<file path="src/rtl/exe_mem_stage_buf.sv">
// rtl/exe_mem_stage_buf.sv - EXE/MEM two-entry elastic pipeline buffer
// Main entry drives MEM; skid entry absorbs one instruction under back-pressure.
module exe_mem_stage_buf #(
  parameter int WORD_LEN     = 16,
  parameter int REG_ADDR_LEN = 3,
  parameter int INSTR_LEN    = 16,
  parameter int CNT_W        = 16
) (
  input  logic                    clk,
  input  logic                    rst,
  input  logic                    flush,
  input  logic                    in_valid,
  output logic                    in_ready,
  input  logic                    wb_en_in,
  input  logic                    mem_r_en_in,
  input  logic                    mem_w_en_in,
  input  logic [WORD_LEN-1:0]     pc_in,
  input  logic [WORD_LEN-1:0]     alu_res_in,
  input  logic [WORD_LEN-1:0]     st_val_in,
  input  logic [REG_ADDR_LEN-1:0] dest_in,
  input  logic [REG_ADDR_LEN-1:0] custom_dest_in,
  input  logic [INSTR_LEN-1:0]    instr_in,
  output logic                    out_valid,
  input  logic                    out_ready,
  output logic                    wb_en,
  output logic                    mem_r_en,
  output logic                    mem_w_en,
  output logic [WORD_LEN-1:0]     pc,
  output logic [WORD_LEN-1:0]     alu_res,
  output logic [WORD_LEN-1:0]     st_val,
  output logic [REG_ADDR_LEN-1:0] dest,
  output logic [REG_ADDR_LEN-1:0] custom_dest,
  output logic [INSTR_LEN-1:0]    instr,
  output logic                    fwd_valid,
  output logic [CNT_W-1:0]        stall_cycles
);

  localparam int ENTRY_W = 3 + 3 * WORD_LEN + 2 * REG_ADDR_LEN + INSTR_LEN;

  logic [ENTRY_W-1:0] main_q, main_d;
  logic [ENTRY_W-1:0] skid_q, skid_d;
  logic               main_valid_q, main_valid_d;
  logic               skid_valid_q, skid_valid_d;
  logic [CNT_W-1:0]   stall_q, stall_d;
  logic [ENTRY_W-1:0] entry_in;
  logic               accept;
  logic               consume;

  assign entry_in = {wb_en_in, mem_r_en_in, mem_w_en_in, pc_in, alu_res_in,
                     st_val_in, dest_in, custom_dest_in, instr_in};

  assign in_ready  = ~skid_valid_q;
  assign out_valid = main_valid_q;
  assign accept    = in_valid & ~skid_valid_q;
  assign consume   = main_valid_q & out_ready;

  always_comb begin
    main_d       = main_q;
    skid_d       = skid_q;
    main_valid_d = main_valid_q;
    skid_valid_d = skid_valid_q;
    if (!main_valid_q) begin
      if (accept) begin
        main_d       = entry_in;
        main_valid_d = 1'b1;
      end
    end else if (!skid_valid_q) begin
      if (accept && consume) begin
        main_d = entry_in;
      end else if (accept) begin
        skid_d       = entry_in;
        skid_valid_d = 1'b1;
      end else if (consume) begin
        main_valid_d = 1'b0;
      end
    end else if (consume) begin
      main_d       = skid_q;
      skid_valid_d = 1'b0;
    end
    // Squash drops entries but leaves payload untouched so outputs hold stale data.
    if (flush) begin
      main_d       = main_q;
      skid_d       = skid_q;
      main_valid_d = 1'b0;
      skid_valid_d = 1'b0;
    end
  end

  always_comb begin
    stall_d = stall_q;
    if (main_valid_q && !out_ready && (stall_q != {CNT_W{1'b1}})) begin
      stall_d = stall_q + 1'b1;
    end
  end

  always_ff @(posedge clk) begin
    if (rst) begin
      main_q       <= '0;
      skid_q       <= '0;
      main_valid_q <= 1'b0;
      skid_valid_q <= 1'b0;
      stall_q      <= '0;
    end else begin
      main_q       <= main_d;
      skid_q       <= skid_d;
      main_valid_q <= main_valid_d;
      skid_valid_q <= skid_valid_d;
      stall_q      <= stall_d;
    end
  end

  assign {wb_en, mem_r_en, mem_w_en} = main_q[ENTRY_W-1 -: 3] & {3{main_valid_q}};
  assign {pc, alu_res, st_val, dest, custom_dest, instr} = main_q[ENTRY_W-4:0];
  assign fwd_valid    = wb_en;
  assign stall_cycles = stall_q;

endmodule
</file>
<file path="config.mk">
export PLATFORM = sky130hd
export DESIGN_NAME = exe_mem_stage_buf
export DESIGN_NICKNAME = d
export VERILOG_FILES = /design/src/rtl/exe_mem_stage_buf.sv
export SDC_FILE = /design/constraint.sdc
export NUM_CORES = 1
export LEC_CHECK = 0
export ABC_AREA = 1
export CORE_ASPECT_RATIO = 0.7
export CORE_UTILIZATION = 40
export DETAILED_ROUTE_END_ITERATION = 10
export GPL_ROUTABILITY_DRIVEN = 0
export GPL_TIMING_DRIVEN = 1
export HOLD_SLACK_MARGIN = 0.15
export PLACE_DENSITY = 0.65
export SKIP_CTS_REPAIR_TIMING = 1
export SYNTH_ARGS = -nofsm -noshare
export SYNTH_HDL_FRONTEND = slang
export SYNTH_SLANG_ARGS = --single-unit
</file>
<file path="constraint.sdc">
create_clock -name clk -period 4.4 [get_ports clk]
set_input_delay 0.88 -clock clk [delete_from_list [all_inputs] [get_ports clk]]
set_output_delay 0.88 -clock clk [all_outputs]
set_load 0.05 [all_outputs]
</file>
==> flow_summary.yaml, run 1 <==
# yosys + openroad results
placement:
  preCtsSetupSlack_ns: 1.50
  detailedPlacementHpwl_um: 12000
critical_path:
  endpoint_kind: "output port"
  cp_arrival_ns: 2.07
  worst-path-max-fanout: 10
  start_kind: "flop"
  setup.worst_path.class: "reg2out"
  worstPathRequired_ns: 3.52
final_timing:
  post-route-min-period_ns: 2.95
  finalClockSkew_ns: 0.00911
  setup_repair_after_global_routing_missed_its_margin: "no"
  slew-limit-headroom: 0.389
  max_freq_ghz: 0.339
clock_tree:
  clk_path_buf_depth: 2
  cts-buffers-inserted: 17
final_layout:
  finish.net_count: 1365
  syn2layout_area_growth_pct: 23.2
  drive_gt1_frac: 0.0424
worst_hold_path:
  whs_path_depth: 2
global_route:
  global_route.usage.total: 0.191
  grt_remaining_overflow: 0
yosys:
  async_reset_ff_frac: 0
  yosysTopAreaCellShare: 0.414
  synth-edff-count: 0
  synth_seq_share: 0.414
power_and_ir_drop:
  vdd_ir_drop_max_v: 0.000214
run_status:
  outcome: "complete, no violations"
floorplanning:
  design.die.area_um2: 20400
  floorplan.rows: 42
route:
  post_drt_wl_per_cell_um: 11.9
-- run 1: where the power goes --
part           leakage [µW]  switching [µW]  internal [µW]
clock              0.000258             644            799
sequential          0.00134            41.3           1560
combinational       0.00280             398            236
-- run 1: critical path, delay by kind of cell (launching register included) --
kind,cells,cell delay [ns]
buffers and inverters,2,0.88
DFF,1,0.62
and+or+nand+nor,1,0.15
-- run 1: metrics by stage --
stage | instances | hold WS [ns]
finish | 1562 | 0.446
global route | 1562 | 0.466
CTS | 1562 | 0.449
detailed placement | 1531 | 0.438
global placement | 1531 | 0.434
floorplan | 1227 | 0.425
-- run 1: cell type report --
cell class | instances | area (µm²)
Clock buffer | 18 | 439
Timing Repair Buffer | 177 | 1760
Fill cell | 1950 | 9370
Inverter | 133 | 502
Clock inverter | 13 | 128
Tap cell | 264 | 330
Sequential cell | 164 | 3280
Multi-Input combinational cell | 793 | 3320
-- run 1: sequential cells by signal, summed over array words and instances, names as in the netlist --
register	count
main_q	73
skid_valid_q	1
skid_q	73
stall_cycles	16
out_valid	1
-- run 1: cells in the final DEF (no fill, tap or decap), drive strengths merged, types with 3 or more instances in the layout --
| master | netlist | routed |
|---|---|---|
| nand2 | 345 | 345 |
| nor2 | 261 | 261 |
| clkdlybuf4s50 | 0 | 169 |
| dfxtp | 164 | 164 |
| inv | 133 | 136 |
| o21ai | 115 | 115 |
| a21oi | 45 | 45 |
| clkbuf | 23 | 18 |
| nand3 | 14 | 14 |
| buf | 114 | 8 |
| clkinvlp | 0 | 6 |
| xor2 | 4 | 4 |
| clkinv | 0 | 3 |
-- run 1: metal layers --
| metal | wire length, µm | vias up | share of wire | track usage |
|---|---|---|---|---|
| met5 | 13 | - | 0.00070 | 0 |
| li1 | - | 3754 | - | - |
| met2 | 7800 | 130 | 0.42 | 0.277 |
| met4 | 129 | 2 | 0.0069 | 0.0445 |
| met3 | 1110 | 11 | 0.060 | 0.0574 |
| met1 | 9560 | 3068 | 0.51 | 0.275 |
-- run 1: final timing paths --
path / slack [ns] / end / start
worst max-delay path: 1.45 / mem_w_en / out_valid
worst min-delay path: 0.45 / skid_q[43] / skid_q[43]
worst max register to register: 2.13 / main_q[4] / out_valid
worst min register to register: 0.45 / skid_q[43] / skid_q[43]
-- run 1: cell families (layout without fill, tap and decap cells) --
logic type,Yosys count,in the layout,synth area share
AOI/OAI and AO/OA,164,164,0.107
DFF,164,164,0.414
and+or+nand+nor,623,623,0.303
buffers and inverters,270,341,0.169
adders and majority gates,1,1,0.00158
xor gates and xnor gates,5,5,0.00553
run_1/io_fan.png
(1.5 px per µm)
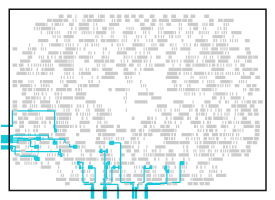
[cyan] alu_res_in | bits: 16 | direction: input | edge: 9 bottom, 7 left | end cells: 32 | wire: 496 µm
port buffer count: 169
count of pins on the block boundary: 170

run_1/io_placement.png
(3 px per µm) Pins as bars across the die edge, other pins in gray.
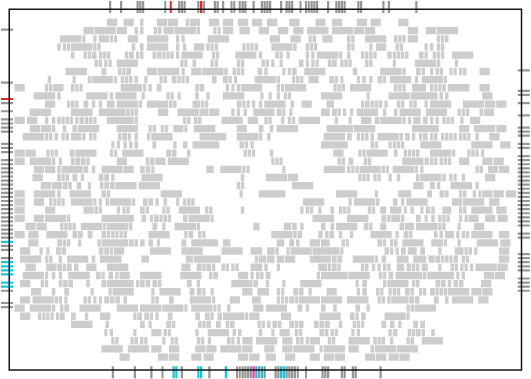
[cyan] alu_res_in | pins: 16 | direction: input | edge: 9 bottom, 7 left
[red] dest_in | pins: 3 | direction: input | edge: 2 top, 1 left
[magenta] out_ready | pins: 1 | direction: input | edge: bottom
all pins by edge: 46 top, 45 left, 40 bottom, 39 right
die x size: 170 µm
vertical die size: 120 µm

run_1/sizes.png
(3 px per µm)
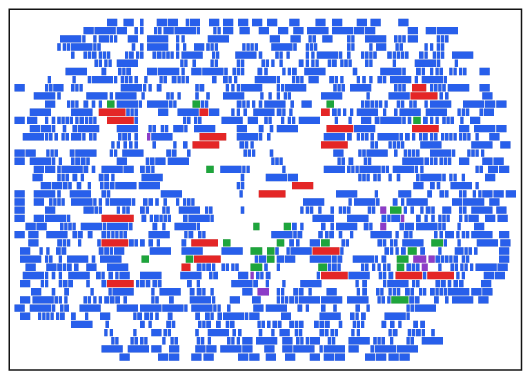
[blue] _0 and _1 cells | cells: 1,243 | share: 96%
[red] _6 and larger | cells: 23 | share: 1.8%
[purple] _2 cells | cells: 9 | share: 0.69%
[green] _3 and _4 cells | cells: 23 | share: 1.8%
Final WS setup: 1.45 ns
final instance area: 9760 µm²
count of buffers not belonging to the clock network in the layout: 177

--- run 2 (diff from run 1) ---
==> constraint.sdc (replaced) <==
create_clock -name clk -period 3.08 [get_ports clk]
set_input_delay 0.616 -clock clk [delete_from_list [all_inputs] [get_ports clk]]
set_output_delay 0.616 -clock clk [all_outputs]
set_load 0.05 [all_outputs]
run_2/io_placement.png
(3 px per µm) Pins as bars across the die edge, other pins in gray.
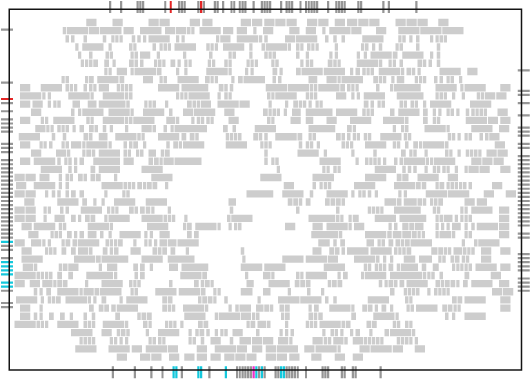
[cyan] alu_res_in | pins: 16 | direction: input | edge: 9 bottom, 7 left
[magenta] out_ready | pins: 1 | direction: input | edge: bottom
[red] dest_in | pins: 3 | direction: input | edge: 2 top, 1 left
all pins by edge: 46 top, 45 left, 40 bottom, 39 right

run_2/sizes.png
(3 px per µm)
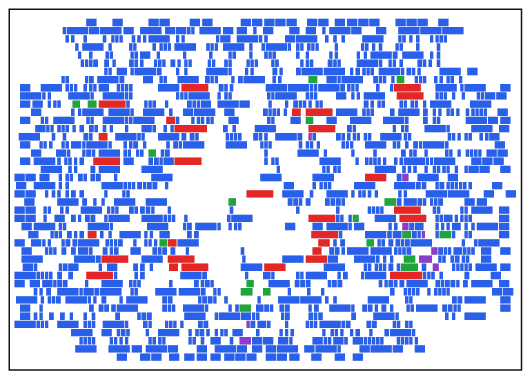
layout overhead on the synthesized area: 24.1%
final instance area: 9840 µm²
count of buffers not belonging to the clock network in the layout: 180
Final WS setup: 0.385 ns

==> run 2 against run 1 <==
First-iteration DRC count increased by 2.4%. Non-clock buffer count increased by 3. Synthesized cell count unchanged. Sequential power increased by 42%. Register-to-register slack got worse by 1.3 ns. Total power increased by 46%. Count of clock-buffer cells in the layout decreased by 1. Sequential share of layout area decreased by 0.25 points. Worst hold slack got worse by 0.0015 ns. Sequential cell count unchanged. Global-route usage about the same. Setup slack got worse by 1.1 ns. Largest cell class unchanged. Highest routed layer unchanged.
==> flow_summary.yaml, run 2 <==
# yosys + openroad results
yosys:
  compound_area_frac: 0.107
  synthAdderAreaFrac: 0.00158
  yosysTopAreaCellShare: 0.414
  synthTopLogicFamily: "simple AND/OR/NAND/NOR gates"
  synth_seq_share: 0.414
  synth.avg_cell_area_um2: 6.46
  ys_sh_simple: 0.303
  synth.mux.area_fraction: 0
  synth-edff-count: 0
clock_tree:
  cts-buffers-inserted: 17
  clk_path_buf_depth: 2
  clk_root_buffer_cell: "sky130_fd_sc_hd__clkbuf_16"
global_route:
  grt_remaining_overflow: 0
  global_route.usage.total: 0.192
run_status:
  outcome: "complete, no violations"
worst_hold_path:
  whs_path_depth: 2
  holdCritStartpoint: "skid_q[48]"
critical_path:
  regToRegSetupSlack_ns: 0.87
  endpoint_kind: "output port"
  cp_arrival_ns: 2.08
  worstPathRequired_ns: 2.46
  r2r-end: "skid_q[25]"
  worst-path-max-fanout: 10
  setup.worst_path.class: "reg2out"
final_timing:
  finalClockSkew_ns: 0.0102
  timing.hold.ws_ns: 0.445
  post-route-min-period_ns: 2.69
  setup_repair_after_global_routing_missed_its_margin: "no"
final_layout:
  instances_no_fill: 1565
  finish.net_count: 1368
  layout_top_cells: "340 x sky130_fd_sc_hd__nand2_1, 258 x sky130_fd_sc_hd__nor2_1, 169 x sky130_fd_sc_hd__clkdlybuf4s50_1, 164 x sky130_fd_sc_hd__dfxtp_1, 129 x sky130_fd_sc_hd__inv_1"
  final_common_cell: "sky130_fd_sc_hd__nand2_1"
power_and_ir_drop:
  vdd_ir_drop_max_v: 0.000298
floorplanning:
  die-height_um: 120
  floorplan.rows: 42
  pin_count: 170
  floorplan.die.width_um: 170
placement:
  detailedPlacementHpwl_um: 12100
  place.port_buffers: 169
  dp.cells: 1534
run 2: cell counts after synthesis:
No cell type changed its count.
run 2: logic make-up (layout without fill, tap and decap cells):
kind of cell    after synthesis  in the layout
xor+xnor                      5              5
compound gates              164            164
flops                       164            164
buf+inv                     270            344
fa+ha+maj                     1              1
simple gates                623            623
run 2: where the power goes:
group	internal, µW	switching, µW
logic	342	571
registers	2220	58.9
clock network	1220	951
total	3780	1580
run 2: per-layer routing:
metal / up-vias / part of all wire / track usage
met4: 2 / 0.0093 / 0.0473
met1: 2985 / 0.52 / 0.278
li1: 3752 / - / -
met5: - / 0.00064 / 0
met3: 14 / 0.060 / 0.0518
met2: 133 / 0.41 / 0.278
run 2: area by class of cell:
type                       instances  area [µm²]
sequential                       164        3280
clock inverter                    14         166
multi-input combinational        793        3320
tap                              264         330
inverter                         133         502
clock buffer                      17         425
timing repair buffer             180        1810
fill                            1963        9290
run 2: stage by stage:
| step | power (µW) | cell area, µm² |
|---|---|---|
| 2_1_floorplan | 3000 | 7930 |
| 6_report | 5360 | 9840 |
| 4_1_cts | 5420 | 9840 |
| 3_3_place_gp | 3240 | 9240 |
| 3_5_place_dp | 3240 | 9240 |
| 5_1_grt | 5600 | 9840 |
run 2: critical path: cells and delay by family, from the launching register on:
kind | cells | cell delay, ns
AND/OR/NAND/NOR | 1 | 0.09
buffers and inverters | 2 | 0.92
flip-flops | 1 | 0.65
run 2: worst max-delay path by stage:
stage / startpoint / end / slack [ns] / cells after the start
after floorplan: out_valid / wb_en / 0.97 / 4
after global placement: in_valid / skid_q[68] / 0.53 / 7
after global routing: out_valid / wb_en / 0.29 / 3
after CTS: out_valid / wb_en / 0.34 / 3
final: out_valid / wb_en / 0.39 / 3
after detailed placement: in_valid / skid_q[62] / 0.46 / 7
--- run 3 (diff from run 2) ---
--- a/config.mk
+++ b/config.mk
@@ -14,6 +14,7 @@
 export HOLD_SLACK_MARGIN = 0.15
 export PLACE_DENSITY = 0.65
 export SKIP_CTS_REPAIR_TIMING = 1
+export SLEW_MARGIN = 10
 export SYNTH_ARGS = -nofsm -noshare
 export SYNTH_HDL_FRONTEND = slang
 export SYNTH_SLANG_ARGS = --single-unit
run_3/io_placement.png
(3 px per µm) Pins as bars across the die edge, other pins in gray.
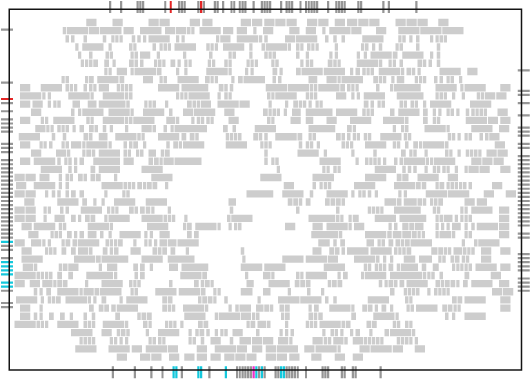
[magenta] out_ready | pins: 1 | direction: input | edge: bottom
[cyan] alu_res_in | pins: 16 | direction: input | edge: 9 bottom, 7 left
[red] dest_in | pins: 3 | direction: input | edge: 2 top, 1 left
all pins by edge: 46 top, 45 left, 40 bottom, 39 right

==> run 3 against run 2 <==
Sequential cell count unchanged. Sequential power about the same. Combinational power about the same. Die area unchanged. Count of clock-buffer cells in the layout unchanged. Design area unchanged. Non-clock buffer count unchanged. Global-route usage unchanged. Clock power about the same. First-iteration DRC count unchanged. Sequential share of layout area unchanged. Largest power group unchanged. Routed wire length unchanged.
==> flow_summary.yaml, run 3 <==
# yosys + openroad results
final_layout:
  finish.net_count: 1368
  layout_top_cells: "340 x sky130_fd_sc_hd__nand2_1, 258 x sky130_fd_sc_hd__nor2_1, 169 x sky130_fd_sc_hd__clkdlybuf4s50_1, 164 x sky130_fd_sc_hd__dfxtp_1, 129 x sky130_fd_sc_hd__inv_1"
  finish.instance_area_um2: 9840
  instances_no_fill: 1565
  final_common_cell: "sky130_fd_sc_hd__nand2_1"
  syn2layout_area_growth_pct: 24.1
yosys:
  synth-edff-count: 0
  synth_seq_share: 0.414
  synth.avg_cell_area_um2: 6.46
  yosysTopAreaCellShare: 0.414
worst_hold_path:
  holdCritStartpoint: "skid_q[48]"
floorplanning:
  floorplan.die.width_um: 170
  die-height_um: 120
  pin_count: 170
  floorplan.rows: 42
critical_path:
  worst-path-max-fanout: 10
  cp_arrival_ns: 2.08
  setup.worst_path.class: "reg2out"
  worstPathRequired_ns: 2.46
  endpoint_kind: "output port"
  crit_start: "out_valid"
  regToRegSetupSlack_ns: 0.87
global_route:
  global_route.usage.total: 0.192
final_timing:
  post-route-min-period_ns: 2.69
  finalClockSkew_ns: 0.0102
  setup_repair_after_global_routing_missed_its_margin: "no"
placement:
  detailedPlacementHpwl_um: 12100
  dp.cells: 1534
  place.port_buffers: 169
  postPlaceCellArea_um2: 9240
run_status:
  outcome: "complete, no violations"
power_and_ir_drop:
  vdd_ir_drop_max_v: 0.000298
  fin_total_pwr_uw: 5360
clock_tree:
  clk_root_buffer_cell: "sky130_fd_sc_hd__clkbuf_16"
  cts-buffers-inserted: 17
run_3/sizes.png
(3 px per µm)
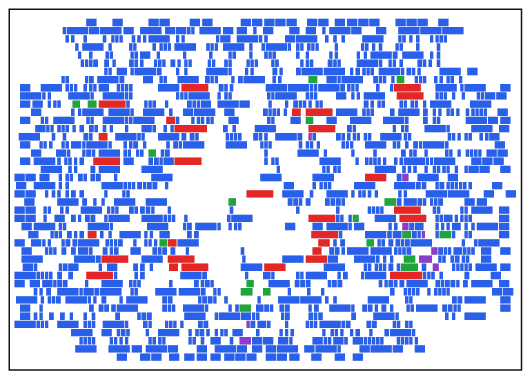
[green] _3 and _4 cells | cells: 19 | share: 1.5%
[red] _6 and larger | cells: 30 | share: 2.3%
[blue] _0 and _1 cells | cells: 1,243 | share: 96%
[purple] _2 cells | cells: 9 | share: 0.69%

-- run 3: cell counts after synthesis --
Identical to the previous run, type by type.
-- run 3: metal layers --
metal	vias to the layer above	routed length (µm)	track usage
met5	-	12	0
met4	2	173	0.0473
met3	14	1120	0.0518
met2	133	7610	0.278
met1	2985	9780	0.278
li1	3752	-	-
-- run 3: worst paths after layout --
path | to | cells past startpoint
worst min-delay path | skid_q[48] | 2
worst max register to register | skid_q[25] | 5
worst max-delay path | wb_en | 3
worst min register to register | skid_q[48] | 2
-- run 3: cells by family (layout without fill, tap and decap cells) --
logic type / after synthesis / after routing / synth area share
fa+ha+maj: 1 / 1 / 0.00158
xor+xnor: 5 / 5 / 0.00553
flops: 164 / 164 / 0.414
simple gates: 623 / 623 / 0.303
buf+inv: 270 / 344 / 0.169
compound gates: 164 / 164 / 0.107
-- run 3: critical path, cell delays in order, from the launching register on --
cell	delay, ns
sky130_fd_sc_hd__dfxtp_1	0.65
sky130_fd_sc_hd__nand2_1	0.09
sky130_fd_sc_hd__inv_1	0.11
sky130_fd_sc_hd__clkdlybuf4s50_1	0.81
-- run 3: report_power, final --
| part | internal [µW] | switching, µW | total, µW |
|---|---|---|---|
| registers | 2220 | 58.9 | 2280 |
| logic | 342 | 571 | 913 |
| clock network | 1220 | 951 | 2170 |
-- run 3: layout make-up --
| cell class | instances | area (µm²) |
|---|---|---|
| fill | 1963 | 9290 |
| multi-input combinational | 793 | 3320 |
| sequential | 164 | 3280 |
| timing repair buffer | 180 | 1810 |
| inverter | 133 | 502 |
| clock buffer | 17 | 425 |
| tap | 264 | 330 |
| clock inverter | 14 | 166 |
-- run 3: through the flow --
stage / setup slack [ns] / hold slack, ns
after global routing: 0.287 / 0.465
final: 0.385 / 0.445
after global placement: 0.530 / 0.434
after CTS: 0.337 / 0.448
after detailed placement: 0.465 / 0.439
after floorplan: 0.970 / 0.425
No activity file was given, so power comes from the tool's default toggle rates.
